===== config.mk =====
export PLATFORM = sky130hd
export DESIGN_NAME = minirv_multicycle
export DESIGN_NICKNAME = d
export VERILOG_FILES = /design/src/rtl/minirv_pkg.sv /design/src/rtl/minirv_regfile.sv /design/src/rtl/minirv_multicycle.sv
export SDC_FILE = /design/constraint.sdc
export NUM_CORES = 2
export LEC_CHECK = 0
export ABC_CLOCK_PERIOD_IN_PS = 5800
export CORE_MARGIN = 8
export CORE_UTILIZATION = 45
export CTS_CLUSTER_SIZE = 25
export DETAILED_ROUTE_END_ITERATION = 12
export SYNTH_ARGS = -nofsm -noshare
export SYNTH_HDL_FRONTEND = slang
export SYNTH_SLANG_ARGS = --single-unit
export TNS_END_PERCENT = 5

===== constraint.sdc =====
create_clock -name clk -period 5.8 [get_ports clk]
set_clock_uncertainty 0.05 [all_clocks]
set_input_delay 1.74 -clock clk [delete_from_list [all_inputs] [get_ports clk]]
set_output_delay 1.74 -clock clk [all_outputs]
set_load 0.01 [all_outputs]

===== src/rtl/minirv_pkg.sv =====
// Shared definitions for the multi-cycle miniRV core: opcode/funct3 encodings,
// FSM state and writeback-select enums, and immediate decode helpers.
package minirv_pkg;

  localparam int REG_AW = 5;

  localparam logic [6:0] OP_R     = 7'b0110011;
  localparam logic [6:0] OP_I     = 7'b0010011;
  localparam logic [6:0] OP_LUI   = 7'b0110111;
  localparam logic [6:0] OP_LOAD  = 7'b0000011;
  localparam logic [6:0] OP_STORE = 7'b0100011;
  localparam logic [6:0] OP_JALR  = 7'b1100111;

  localparam logic [2:0] F3_ADD  = 3'b000;
  localparam logic [2:0] F3_LW   = 3'b010;
  localparam logic [2:0] F3_LBU  = 3'b100;
  localparam logic [2:0] F3_SW   = 3'b010;
  localparam logic [2:0] F3_SB   = 3'b000;
  localparam logic [2:0] F3_JALR = 3'b000;

  typedef enum logic [1:0] {
    ST_FETCH = 2'd0,
    ST_EXEC  = 2'd1,
    ST_MEM   = 2'd2,
    ST_HALT  = 2'd3
  } state_t;

  typedef enum logic [1:0] {
    WB_ALU = 2'd0,
    WB_MEM = 2'd1,
    WB_PC4 = 2'd2,
    WB_IMM = 2'd3
  } wb_sel_t;

  // Sign-extended 12-bit I-type immediate.
  function automatic logic [31:0] imm_i(input logic [31:0] ir);
    return {{20{ir[31]}}, ir[31:20]};
  endfunction

  // Sign-extended 12-bit S-type immediate.
  function automatic logic [31:0] imm_s(input logic [31:0] ir);
    return {{20{ir[31]}}, ir[31:25], ir[11:7]};
  endfunction

endpackage


===== src/rtl/minirv_regfile.sv =====
// Register file: two asynchronous read ports, one synchronous write port.
// x0 and any index >= NUM_REGS read as zero and are never written.
module minirv_regfile
  import minirv_pkg::*;
#(
  parameter int NUM_REGS = 32
) (
  input  logic              clk,
  input  logic              reset,
  input  logic [REG_AW-1:0] i_raddr1,
  output logic [31:0]       o_rdata1,
  input  logic [REG_AW-1:0] i_raddr2,
  output logic [31:0]       o_rdata2,
  input  logic              i_we,
  input  logic [REG_AW-1:0] i_waddr,
  input  logic [31:0]       i_wdata
);

  // Full 32-entry array; entries outside 1..NUM_REGS-1 stay zero forever.
  logic [31:0] r_regs [32];
  logic        w_wr_ok;

  assign w_wr_ok = i_we && (i_waddr != '0) && ({27'b0, i_waddr} < NUM_REGS);

  // Synchronous clear on reset, otherwise a single gated write port.
  always_ff @(posedge clk) begin
    if (reset) begin
      for (int i = 0; i < 32; i++) r_regs[i] <= '0;
    end else if (w_wr_ok) begin
      r_regs[i_waddr] <= i_wdata;
    end
  end

  assign o_rdata1 = r_regs[i_raddr1];
  assign o_rdata2 = r_regs[i_raddr2];

endmodule


===== src/rtl/minirv_multicycle.sv =====
// Multi-cycle miniRV core over one shared req/ready memory port.
// Define MINIRV_TRAP_EN to halt on illegal instructions; otherwise they act as NOPs.
// Memory handshake: a transfer completes on a rising edge where mem_req && mem_ready;
// while mem_req=1 and mem_ready=0 every request field holds, and mem_req never drops
// until the transfer completes (reset excepted).
module minirv_multicycle
  import minirv_pkg::*;
#(
  parameter logic [31:0] RESET_PC = 32'h0000_0000,
  parameter int          NUM_REGS = 32
) (
  input  logic        clk,
  input  logic        reset,
  output logic        mem_req,
  output logic        mem_we,
  output logic [31:0] mem_addr,
  output logic [31:0] mem_wdata,
  output logic [3:0]  mem_wstrb,
  input  logic        mem_ready,
  input  logic [31:0] mem_rdata,
  output logic        retire,
  output logic        halted,
  output state_t      dbg_state
);

  state_t      r_state, w_next_state;
  logic        r_run;  // low for the cycle right after reset so no request issues during reset
  logic [31:0] r_pc, r_ir, r_ea;

  logic [6:0]  w_opcode, w_f7;
  logic [2:0]  w_f3;
  logic [4:0]  w_rd, w_rs1, w_rs2;
  logic [31:0] w_rs1_val, w_rs2_val, w_imm_i, w_imm_s, w_imm_u;
  logic [31:0] w_alu, w_pc4, w_jalr_tgt, w_ea, w_load_data, w_wb_data;
  logic        w_is_r, w_is_i, w_is_lui, w_is_load, w_is_store, w_is_jalr;
  logic        w_mem_op, w_legal, w_fetch_done, w_mem_done, w_rf_we;
  wb_sel_t     w_wb_sel;

  function automatic logic idx_ok(input logic [4:0] idx);
    return {27'b0, idx} < NUM_REGS;
  endfunction

  assign w_opcode = r_ir[6:0];
  assign w_rd     = r_ir[11:7];
  assign w_f3     = r_ir[14:12];
  assign w_rs1    = r_ir[19:15];
  assign w_rs2    = r_ir[24:20];
  assign w_f7     = r_ir[31:25];
  assign w_imm_i  = imm_i(r_ir);
  assign w_imm_s  = imm_s(r_ir);
  assign w_imm_u  = {r_ir[31:12], 12'b0};

  minirv_regfile #(.NUM_REGS(NUM_REGS)) u_rf (
    .clk      (clk),
    .reset    (reset),
    .i_raddr1 (w_rs1),
    .o_rdata1 (w_rs1_val),
    .i_raddr2 (w_rs2),
    .o_rdata2 (w_rs2_val),
    .i_we     (w_rf_we),
    .i_waddr  (w_rd),
    .i_wdata  (w_wb_data)
  );

  // Instruction classification and legality; only register fields an op uses are range-checked.
  always_comb begin
    w_is_r     = (w_opcode == OP_R) && (w_f3 == F3_ADD) && (w_f7 == 7'b0);
    w_is_i     = (w_opcode == OP_I) && (w_f3 == F3_ADD);
    w_is_lui   = (w_opcode == OP_LUI);
    w_is_load  = (w_opcode == OP_LOAD) && ((w_f3 == F3_LW) || (w_f3 == F3_LBU));
    w_is_store = (w_opcode == OP_STORE) && ((w_f3 == F3_SW) || (w_f3 == F3_SB));
    w_is_jalr  = (w_opcode == OP_JALR) && (w_f3 == F3_JALR);
    w_mem_op   = w_is_load || w_is_store;
    w_legal    = (w_is_r && idx_ok(w_rd) && idx_ok(w_rs1) && idx_ok(w_rs2))
              || ((w_is_i || w_is_load || w_is_jalr) && idx_ok(w_rd) && idx_ok(w_rs1))
              || (w_is_lui && idx_ok(w_rd))
              || (w_is_store && idx_ok(w_rs1) && idx_ok(w_rs2));
  end

  assign w_alu        = w_rs1_val + (w_is_r ? w_rs2_val : w_imm_i);
  assign w_pc4        = r_pc + 32'd4;
  assign w_jalr_tgt   = (w_rs1_val + w_imm_i) & ~32'h1;
  assign w_ea         = w_rs1_val + (w_is_store ? w_imm_s : w_imm_i);
  assign w_fetch_done = (r_state == ST_FETCH) && r_run && mem_ready;
  assign w_mem_done   = (r_state == ST_MEM) && mem_ready;

  // Writeback select and enable; register writes happen only on a completing cycle.
  always_comb begin
    w_rf_we  = 1'b0;
    w_wb_sel = WB_ALU;
    if ((r_state == ST_EXEC) && w_legal && !w_mem_op) begin
      w_rf_we  = 1'b1;
      w_wb_sel = w_is_lui ? WB_IMM : (w_is_jalr ? WB_PC4 : WB_ALU);
    end else if (w_mem_done && w_is_load) begin
      w_rf_we  = 1'b1;
      w_wb_sel = WB_MEM;
    end
  end

  // Load data alignment: lbu picks byte ea[1:0] and zero-extends.
  always_comb begin
    w_load_data = mem_rdata;
    if (w_f3 == F3_LBU) begin
      case (r_ea[1:0])
        2'd0:    w_load_data = {24'b0, mem_rdata[7:0]};
        2'd1:    w_load_data = {24'b0, mem_rdata[15:8]};
        2'd2:    w_load_data = {24'b0, mem_rdata[23:16]};
        default: w_load_data = {24'b0, mem_rdata[31:24]};
      endcase
    end
    case (w_wb_sel)
      WB_MEM:  w_wb_data = w_load_data;
      WB_PC4:  w_wb_data = w_pc4;
      WB_IMM:  w_wb_data = w_imm_u;
      default: w_wb_data = w_alu;
    endcase
  end

  // FSM state register.
  always_ff @(posedge clk) begin
    if (reset) r_state <= ST_FETCH;
    else       r_state <= w_next_state;
  end

  // FSM next-state logic.
  always_comb begin
    w_next_state = r_state;
    case (r_state)
      ST_FETCH: if (w_fetch_done) w_next_state = ST_EXEC;
      ST_EXEC: begin
        if (!w_legal) begin
`ifdef MINIRV_TRAP_EN
          w_next_state = ST_HALT;
`else
          w_next_state = ST_FETCH;
`endif
        end else if (w_mem_op) begin
          w_next_state = ST_MEM;
        end else begin
          w_next_state = ST_FETCH;
        end
      end
      ST_MEM: if (w_mem_done) w_next_state = ST_FETCH;
      default: begin
`ifdef MINIRV_TRAP_EN
        w_next_state = ST_HALT;
`else
        w_next_state = ST_FETCH;
`endif
      end
    endcase
  end

  // Architectural PC, instruction register and effective-address register.
  always_ff @(posedge clk) begin
    if (reset) begin
      r_pc  <= RESET_PC;
      r_ir  <= '0;
      r_ea  <= '0;
      r_run <= 1'b0;
    end else begin
      r_run <= 1'b1;
      if (w_fetch_done) r_ir <= mem_rdata;
      if (r_state == ST_EXEC) begin
        if (w_legal) begin
          if (w_is_jalr)     r_pc <= w_jalr_tgt;
          else if (w_mem_op) r_ea <= w_ea;
          else               r_pc <= w_pc4;
        end else begin
`ifdef MINIRV_TRAP_EN
          r_pc <= r_pc;  // stays on the offending instruction
`else
          r_pc <= w_pc4;
`endif
        end
      end
      if (w_mem_done) r_pc <= w_pc4;
    end
  end

  // FSM outputs: memory request fields and the retire pulse.
  always_comb begin
    mem_req   = 1'b0;
    mem_we    = 1'b0;
    mem_addr  = '0;
    mem_wdata = '0;
    mem_wstrb = 4'b0000;
    retire    = 1'b0;
    case (r_state)
      ST_FETCH: begin
        mem_req  = r_run;
        mem_addr = r_run ? {r_pc[31:2], 2'b00} : 32'h0;
      end
      ST_EXEC: begin
`ifdef MINIRV_TRAP_EN
        retire = w_legal && !w_mem_op;
`else
        retire = !(w_legal && w_mem_op);
`endif
      end
      ST_MEM: begin
        mem_req  = 1'b1;
        mem_addr = {r_ea[31:2], 2'b00};
        retire   = mem_ready;
        if (w_is_store) begin
          mem_we = 1'b1;
          if (w_f3 == F3_SW) begin
            mem_wstrb = 4'b1111;
            mem_wdata = w_rs2_val;
          end else begin
            mem_wstrb = 4'b0001 << r_ea[1:0];
            mem_wdata = {4{w_rs2_val[7:0]}};
          end
        end
      end
      default: ;
    endcase
  end

`ifdef MINIRV_TRAP_EN
  assign halted = (r_state == ST_HALT);
`else
  assign halted = 1'b0;
`endif

  assign dbg_state = r_state;

endmodule


==> impl_metrics.tcl <==
# flow metrics
set metrics [dict create \
    status "complete, no violations" \
    yosysWarnings 0 \
    place_area_um2 67100 \
    synth.cellmix.simpleShare_pct 10.6 \
    setup_viol 0 \
    fp_util_pct 45.3 \
    async_flop_share_pct 0 \
    routedWlPerCell_um 36.1 \
    path_max_fanout 21 \
    grt_max_degree 51 \
    via_per_inst 6.76 \
    synth_xor_xnor_area_share_pct 1.58 \
    ys_chip_area_um2 62200 \
    firstDrtPassIters 6 \
    ys_sh_aoi_pct 5.70 \
    syn_avg_cell_area_um2 13.2 \
    grt_use_met2_pct 48.1 \
    grt_busiest_layer "met2" \
    place.gp.congestion 0.999 \
    slowest_delay_ns 0.56 \
    hp-class "reg2reg" \
    p_clk_share_pct 38.0 \
    num_vias 45135 \
    post_cts_buffers 0 \
    syn-cell-area_um2 62200 \
    coreArea_um2 137000 \
    regToRegSetupSlack_ns 0.19 \
    worstRegToRegCells 18 \
    hold_depth 2 \
    lay_top_count "edfxtp_1" \
    period_used_pct 99.5 \
    dp_slack_ns 0.206 \
    routed.top_layer "met5" \
    wl_met3_um 27800 \
    grt_pass1_vias 44158 \
    start_kind "flop" \
    wl_met2_um 108000 \
    cp.required_ns 4.01 \
    period_needed_ns 5.77 \
    crit_type "reg2out" \
    p_sw_share_pct 28.6 \
    dr.first_iter.drc_count 6746 \
]
[area by class of cell]
cell class / instances / share of cell area [%]
clock inverter: 83 / 1.19
timing repair buffer: 380 / 5.81
clock buffer: 149 / 4.47
sequential: 1132 / 46.1
multi-input combinational: 3100 / 39.1
inverter: 39 / 0.205
tap: 1794 / 3.14
antenna: 3 / 0.0105
[cells in the mapped netlist, drive strengths merged (12+ instances only)]
master / instances / share of area [%]
nor2: 1034 / 6.3
edfxtp: 1024 / 49
mux4: 630 / 23
clkbuf: 368 / 2.2
nand2: 276 / 1.7
a21oi: 226 / 1.8
nor3: 124 / 1.0
dfxtp: 108 / 3.5
buf: 94 / 0.73
o21ai: 92 / 0.75
ha: 71 / 1.4
xnor2: 69 / 0.97
mux2i: 58 / 0.93
o21bai: 48 / 0.58
nand3: 44 / 0.37
mux2: 43 / 0.78
xor2: 43 / 0.61
inv: 38 / 0.23
a22o: 30 / 0.42
a21o: 27 / 0.33
nand4: 21 / 0.21
nor2b: 16 / 0.16
a221oi: 14 / 0.20
a31oi: 14 / 0.14
a211oi: 12 / 0.14
o22ai: 12 / 0.12
[flip-flops by register name (all words and copies together), names as in the netlist, named ones only]
| register | flops |
|---|---|
| dbg_state | 2 |
| r_ea | 32 |
| r_ir | 32 |
| r_pc | 31 |
| r_run | 1 |
| u_rf.r_regs | 1024 |
[power groups by stage]
stage | Combinational, mW | Sequential [mW] | Clock [mW]
4_1_cts | 3.73 | 9.32 | 8.10
3_3_place_gp | 3.68 | 9.47 | 0
5_1_grt | 3.93 | 9.35 | 8.40
6_report | 3.80 | 9.32 | 8.05
3_5_place_dp | 3.68 | 9.49 | 0
2_1_floorplan | 2.18 | 9.41 | 0
**Sequential cells grouped by signal name**

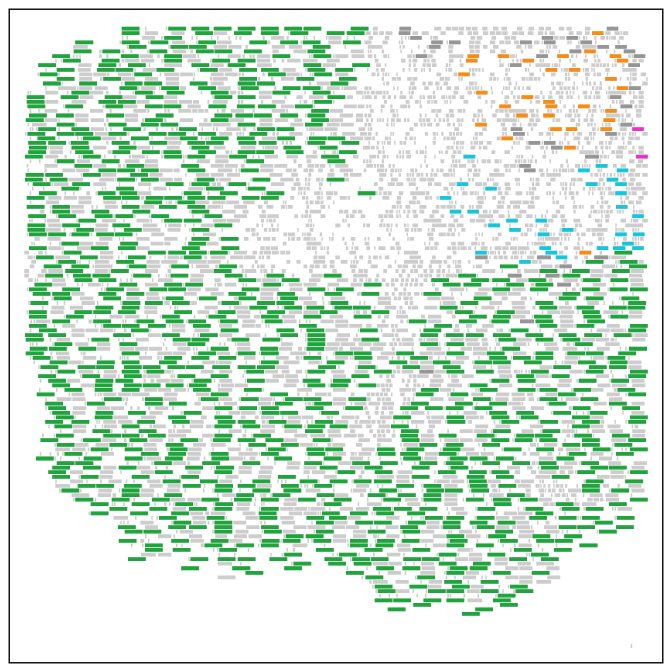
r_ir: shown in cyan, placed flops 32. dbg_state: shown in magenta, placed flops 2. r_pc: shown in orange, placed flops 31, where upper right. u_rf.r_regs: shown in green, placed flops 1,024, where spread over the die.
Register Area: 32,900 um^2
Seq/total area: 46.1%
sequential group power: 9.32 mW
post-layout util: 52.0%

**Pin placement**

Pins as bars across the die edge, other pins in gray.
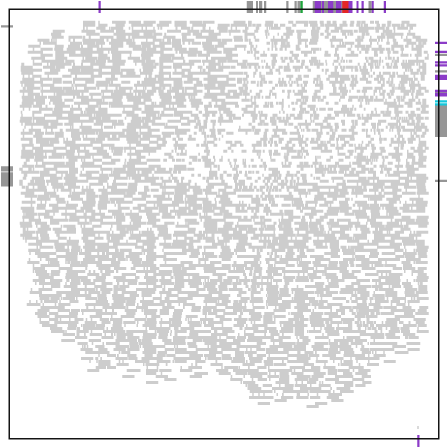
mem_addr: shown in purple, pins 32, direction output, edge 21 top, 10 right, 1 bottom. mem_wstrb: shown in red, pins 4, direction output, edge top. reset: shown in green, pins 1, direction input, edge top. dbg_state: shown in cyan, pins 2, direction output, edge right.

Power is estimated from default activity; no workload was simulated.
